**src/rtl/frame_scoreboard.sv**
```systemverilog
// frame_scoreboard: paces the physics engine at a fixed frame rate, keeps the
// match score and state, and double-buffers object positions so the renderer
// only ever sees a complete physics frame latched on a vsync rising edge.
module frame_scoreboard #(
  parameter int TICK_DIV    = 1666667,
  parameter int WIN_SCORE   = 7,
  parameter int HOLD_FRAMES = 60
) (
  input  logic       clk,
  input  logic       rst_n,
  input  logic       start,
  input  logic       vsync_in,
  input  logic       valid,
  input  logic [9:0] p1_pos_x,
  input  logic [9:0] p1_pos_y,
  input  logic [9:0] p2_pos_x,
  input  logic [9:0] p2_pos_y,
  input  logic [9:0] ball_pos_x,
  input  logic [9:0] ball_pos_y,
  input  logic       game_over,
  input  logic [1:0] winner,
  output logic       en,
  output logic [9:0] snap_p1_x,
  output logic [9:0] snap_p1_y,
  output logic [9:0] snap_p2_x,
  output logic [9:0] snap_p2_y,
  output logic [9:0] snap_ball_x,
  output logic [9:0] snap_ball_y,
  output logic [3:0] p1_score,
  output logic [3:0] p2_score,
  output logic [1:0] state,
  output logic [1:0] match_winner
);

  localparam int FW = (TICK_DIV > 1) ? $clog2(TICK_DIV) : 1;
  localparam int HW = (HOLD_FRAMES > 1) ? $clog2(HOLD_FRAMES) : 1;
  localparam logic [FW-1:0] FRAME_LAST = FW'(TICK_DIV - 1);
  localparam logic [HW-1:0] HOLD_LAST  = HW'(HOLD_FRAMES - 1);
  localparam logic [3:0]    WIN        = 4'(WIN_SCORE);

  typedef enum logic [1:0] {
    IDLE = 2'b00,
    PLAY = 2'b01,
    HOLD = 2'b10,
    OVER = 2'b11
  } state_t;

  state_t          state_q;
  state_t          state_d;
  logic [FW-1:0]   frame_cnt;
  logic [HW-1:0]   hold_cnt;
  logic            go_prev;
  logic            vs_prev;
  logic            pending;
  logic [9:0]      sh_p1_x, sh_p1_y, sh_p2_x, sh_p2_y, sh_ball_x, sh_ball_y;

  logic            wrap;
  logic            go_rise;
  logic            vs_rise;
  logic            inc_p1;
  logic            inc_p2;
  logic            win_p1;
  logic            win_p2;
  logic            hold_clr;
  logic            clear_match;

  assign wrap    = (frame_cnt == FRAME_LAST);
  assign go_rise = game_over & ~go_prev;
  assign vs_rise = vsync_in & ~vs_prev;
  assign state   = state_q;

  // Free-running frame divider; never disturbed by state changes.
  always_ff @(posedge clk or negedge rst_n) begin
    if (!rst_n) frame_cnt <= '0;
    else if (wrap) frame_cnt <= '0;
    else frame_cnt <= frame_cnt + FW'(1);
  end

  // Edge-detect history for game_over and vsync_in.
  always_ff @(posedge clk or negedge rst_n) begin
    if (!rst_n) begin
      go_prev <= 1'b0;
      vs_prev <= 1'b0;
    end else begin
      go_prev <= game_over;
      vs_prev <= vsync_in;
    end
  end

  // Match state register.
  always_ff @(posedge clk or negedge rst_n) begin
    if (!rst_n) state_q <= IDLE;
    else state_q <= state_d;
  end

  // Next-state and score-event decode; a point that reaches WIN ends the match.
  always_comb begin
    state_d     = state_q;
    inc_p1      = 1'b0;
    inc_p2      = 1'b0;
    win_p1      = 1'b0;
    win_p2      = 1'b0;
    hold_clr    = 1'b0;
    clear_match = 1'b0;
    case (state_q)
      IDLE: if (start) state_d = PLAY;
      PLAY: begin
        if (go_rise && winner == 2'd1) begin
          inc_p1 = 1'b1;
          if (p1_score >= WIN - 4'd1) begin
            win_p1  = 1'b1;
            state_d = OVER;
          end else begin
            hold_clr = 1'b1;
            state_d  = HOLD;
          end
        end else if (go_rise && winner == 2'd2) begin
          inc_p2 = 1'b1;
          if (p2_score >= WIN - 4'd1) begin
            win_p2  = 1'b1;
            state_d = OVER;
          end else begin
            hold_clr = 1'b1;
            state_d  = HOLD;
          end
        end
      end
      HOLD: if (wrap && hold_cnt == HOLD_LAST) state_d = PLAY;
      OVER: begin
        if (start) begin
          clear_match = 1'b1;
          state_d     = IDLE;
        end
      end
      default: state_d = IDLE;
    endcase
  end

  // Physics trigger: one registered pulse per frame while playing.
  always_ff @(posedge clk or negedge rst_n) begin
    if (!rst_n) en <= 1'b0;
    else en <= wrap && (state_q == PLAY);
  end

  // Counts frame wraps spent frozen after a point.
  always_ff @(posedge clk or negedge rst_n) begin
    if (!rst_n) hold_cnt <= '0;
    else if (hold_clr) hold_cnt <= '0;
    else if (state_q == HOLD && wrap && hold_cnt != HOLD_LAST) hold_cnt <= hold_cnt + HW'(1);
  end

  // Scores saturate at WIN; the match winner is latched as the match ends.
  always_ff @(posedge clk or negedge rst_n) begin
    if (!rst_n) begin
      p1_score     <= 4'd0;
      p2_score     <= 4'd0;
      match_winner <= 2'd0;
    end else if (clear_match) begin
      p1_score     <= 4'd0;
      p2_score     <= 4'd0;
      match_winner <= 2'd0;
    end else begin
      if (inc_p1 && p1_score < WIN) p1_score <= p1_score + 4'd1;
      if (inc_p2 && p2_score < WIN) p2_score <= p2_score + 4'd1;
      if (win_p1) match_winner <= 2'd1;
      else if (win_p2) match_winner <= 2'd2;
    end
  end

  // Shadow capture on valid; snapshots move on a vsync edge only if a new
  // frame is waiting, and a coincident valid keeps the next frame pending.
  always_ff @(posedge clk or negedge rst_n) begin
    if (!rst_n) begin
      pending     <= 1'b0;
      sh_p1_x     <= '0;
      sh_p1_y     <= '0;
      sh_p2_x     <= '0;
      sh_p2_y     <= '0;
      sh_ball_x   <= '0;
      sh_ball_y   <= '0;
      snap_p1_x   <= '0;
      snap_p1_y   <= '0;
      snap_p2_x   <= '0;
      snap_p2_y   <= '0;
      snap_ball_x <= '0;
      snap_ball_y <= '0;
    end else begin
      if (vs_rise && pending) begin
        snap_p1_x   <= sh_p1_x;
        snap_p1_y   <= sh_p1_y;
        snap_p2_x   <= sh_p2_x;
        snap_p2_y   <= sh_p2_y;
        snap_ball_x <= sh_ball_x;
        snap_ball_y <= sh_ball_y;
        pending     <= 1'b0;
      end
      if (valid) begin
        sh_p1_x   <= p1_pos_x;
        sh_p1_y   <= p1_pos_y;
        sh_p2_x   <= p2_pos_x;
        sh_p2_y   <= p2_pos_y;
        sh_ball_x <= ball_pos_x;
        sh_ball_y <= ball_pos_y;
        pending   <= 1'b1;
      end
    end
  end

endmodule
```
**config.mk**
```make
export PLATFORM = sky130hd
export DESIGN_NAME = frame_scoreboard
export DESIGN_NICKNAME = d
export VERILOG_FILES = /design/src/rtl/frame_scoreboard.sv
export SDC_FILE = /design/constraint.sdc
export NUM_CORES = 1
export LEC_CHECK = 0
export ABC_CLOCK_PERIOD_IN_PS = 5600
export CAP_MARGIN = 0
export CORE_ASPECT_RATIO = 1.5
export CORE_MARGIN = 3
export CORE_UTILIZATION = 45
export CTS_BUF_LIST = sky130_fd_sc_hd__clkbuf_4 sky130_fd_sc_hd__clkbuf_8 sky130_fd_sc_hd__clkbuf_16
export CTS_CLUSTER_SIZE = 25
export DETAILED_ROUTE_END_ITERATION = 12
export PLACE_DENSITY = 0.72
export SYNTH_ARGS = -nofsm -noshare
export SYNTH_HDL_FRONTEND = slang
export SYNTH_SLANG_ARGS = --single-unit
```
**constraint.sdc**
```tcl
create_clock -name clk -period 5.6 [get_ports clk]
set_input_delay 1.12 -clock clk [delete_from_list [all_inputs] [get_ports clk]]
set_output_delay 1.12 -clock clk [all_outputs]
set_load 0.05 [all_outputs]
```
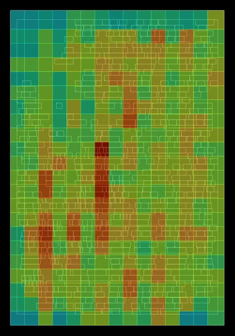
(images/congestion.png)
Total GRT Usage: 0.1707
Wirelength per Cell: 16.15 um
GR Layer Usage met2: 0.3082

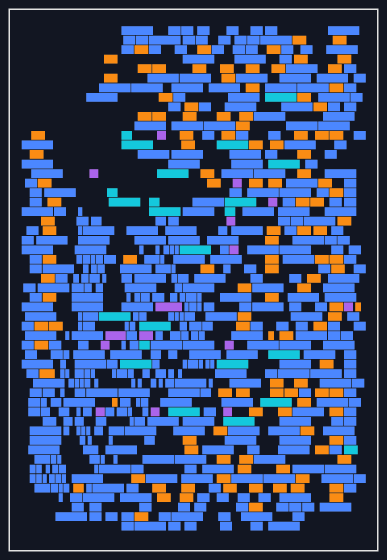
(images/sizes.png)
colour	size	cells	share
purple	_3 and _4 cells	15	2.4%
blue	_0 and _1 cells	466	74%
orange	_2 cells	125	20%
cyan	_6 and larger	23	3.7%

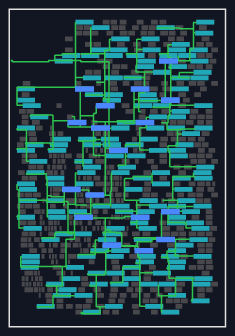
(images/clk_routes.png)
[blue] clock drivers | count: 17
[cyan] flip-flops | count: 163
[green] clock wires | length: 1830 um
flops lie	widely spread
clock power share: 0.294
Late-Pin Clk Latency: 0.41 ns
Worst Clk Skew: 0.008333 ns
power in the clock group: 1050 uW

==> impl_metrics.yaml <==
# yosys + openroad results
final_timing:
  tns_ns: 0
  fin_crit_sh: 0.5200
  relSlewSlack: 0.4051
  hold_ws_ns: 0.4873
  setup_viol: 0
  maxSlewViolCount: 0
die:
  io-pin-count: 141
  die_y_um: 154.1
  rows: 53
  floorplan.core_util: 0.4638
  dieArea_sq_mm: 0.01614
  tap-cell-count: 192
  fp.dieW_um: 104.7
  core_area_sq_mm: 0.01419
yosys:
  xor_area_frac: 0.02662
  yosys.area_share.simple: 0.09106
  aoi_share: 0.02376
  common_cells: "dfrtp_1 (163), mux2_2 (120), nor2_1 (34), nand2_1 (17)"
  async_reset_ff_frac: 1.000
  yosysChipArea_sq_mm: 0.006581
  seq_area_frac_synth: 0.6198
  synthesis.instances: 470
  yosysMostFrequentCell: "dfrtp_1"
  synth_nets: 545
  adder_share: 0.01331
  synth.top_cell.area_share: 0.6198
  ys_top_logic_family: "multiplexers"
run_status:
  status: "complete, no violations"
global_route:
  grt_max_degree: 67
  first_global_vias: 4492
cells_and_area:
  mostFrequentLayoutCells: "dfrtp_1 (163), clkdlybuf4s50_1 (138), mux2_2 (120)"
  flop_area_sq_mm: 0.004079
  mostFrequentLayoutCell: "dfrtp_1"
  bufAreaShareNonClock: 0.1647
  fillers: 1196
  regMostFlops: "frame_cnt"
  num-multi-input-gates: 285
  inv_count: 5
  buffers_excl_clock: 145
  nClkBuffers: 17
  seq_share: 0.4681
  combGateArea_sq_mm: 0.002410
power_and_ir_drop:
  leakagePower_uw: 0.003666
  p_seq_uw: 1470
  power.switching_fraction: 0.3470
  p_int_uw: 2321
  power_frac_seq: 0.414
  pwr-share-comb: 0.292
  peakVddDrop_mv: 0.2315
placed_design:
  port_buffers: 140
  gp_congestion: 0.7889
  place_inst: 790
  place_ws_ns: 2.595
drt:
  drtAntennaViolNets: 0
  drt-total-wl_um: 13260
  drc_errors: 0
  viasPerCell: 5.139
  dr.pass1.iters: 4
  drt_iter0_markers: 164
  num_vias: 4219
cts:
  cts.sinks: 163
  cts_max_path_buffers: 2
  clk_pin_slew_ns: 0.06
  post_cts_buffers: 0
run:
  maxCapViolCount: 0
worst_setup_path:
  max_stage_delay_ns: 0.87
  cp-start-kind: "register"
metal layers:
layer	part of all wire	GRT usage	vias up	wire length [um]
met2	0.53	0.3082	111	7090
met1	0.42	0.2017	2135	5510
met5	0	0	-	0
met4	0.0067	0.04565	0	89
met3	0.043	0.04242	7	567
li1	-	-	1966	-
worst paths after layout:
| check | from | to | slack [ns] | cells after the start |
|---|---|---|---|---|
| max | state[0] | state[0] | 2.69 | 1 |
| min | pending | pending | 0.49 | 1 |
| max reg2reg | frame_cnt[13] | state[1] | 3.26 | 5 |
| min reg2reg | pending | pending | 0.49 | 1 |
| max in group asynchronous | rst_n | sh_p2_x[9] | 3.70 | 2 |
| min in group asynchronous | rst_n | snap_p2_y[5] | 0.70 | 1 |
Power and IR drop assume default switching activity.
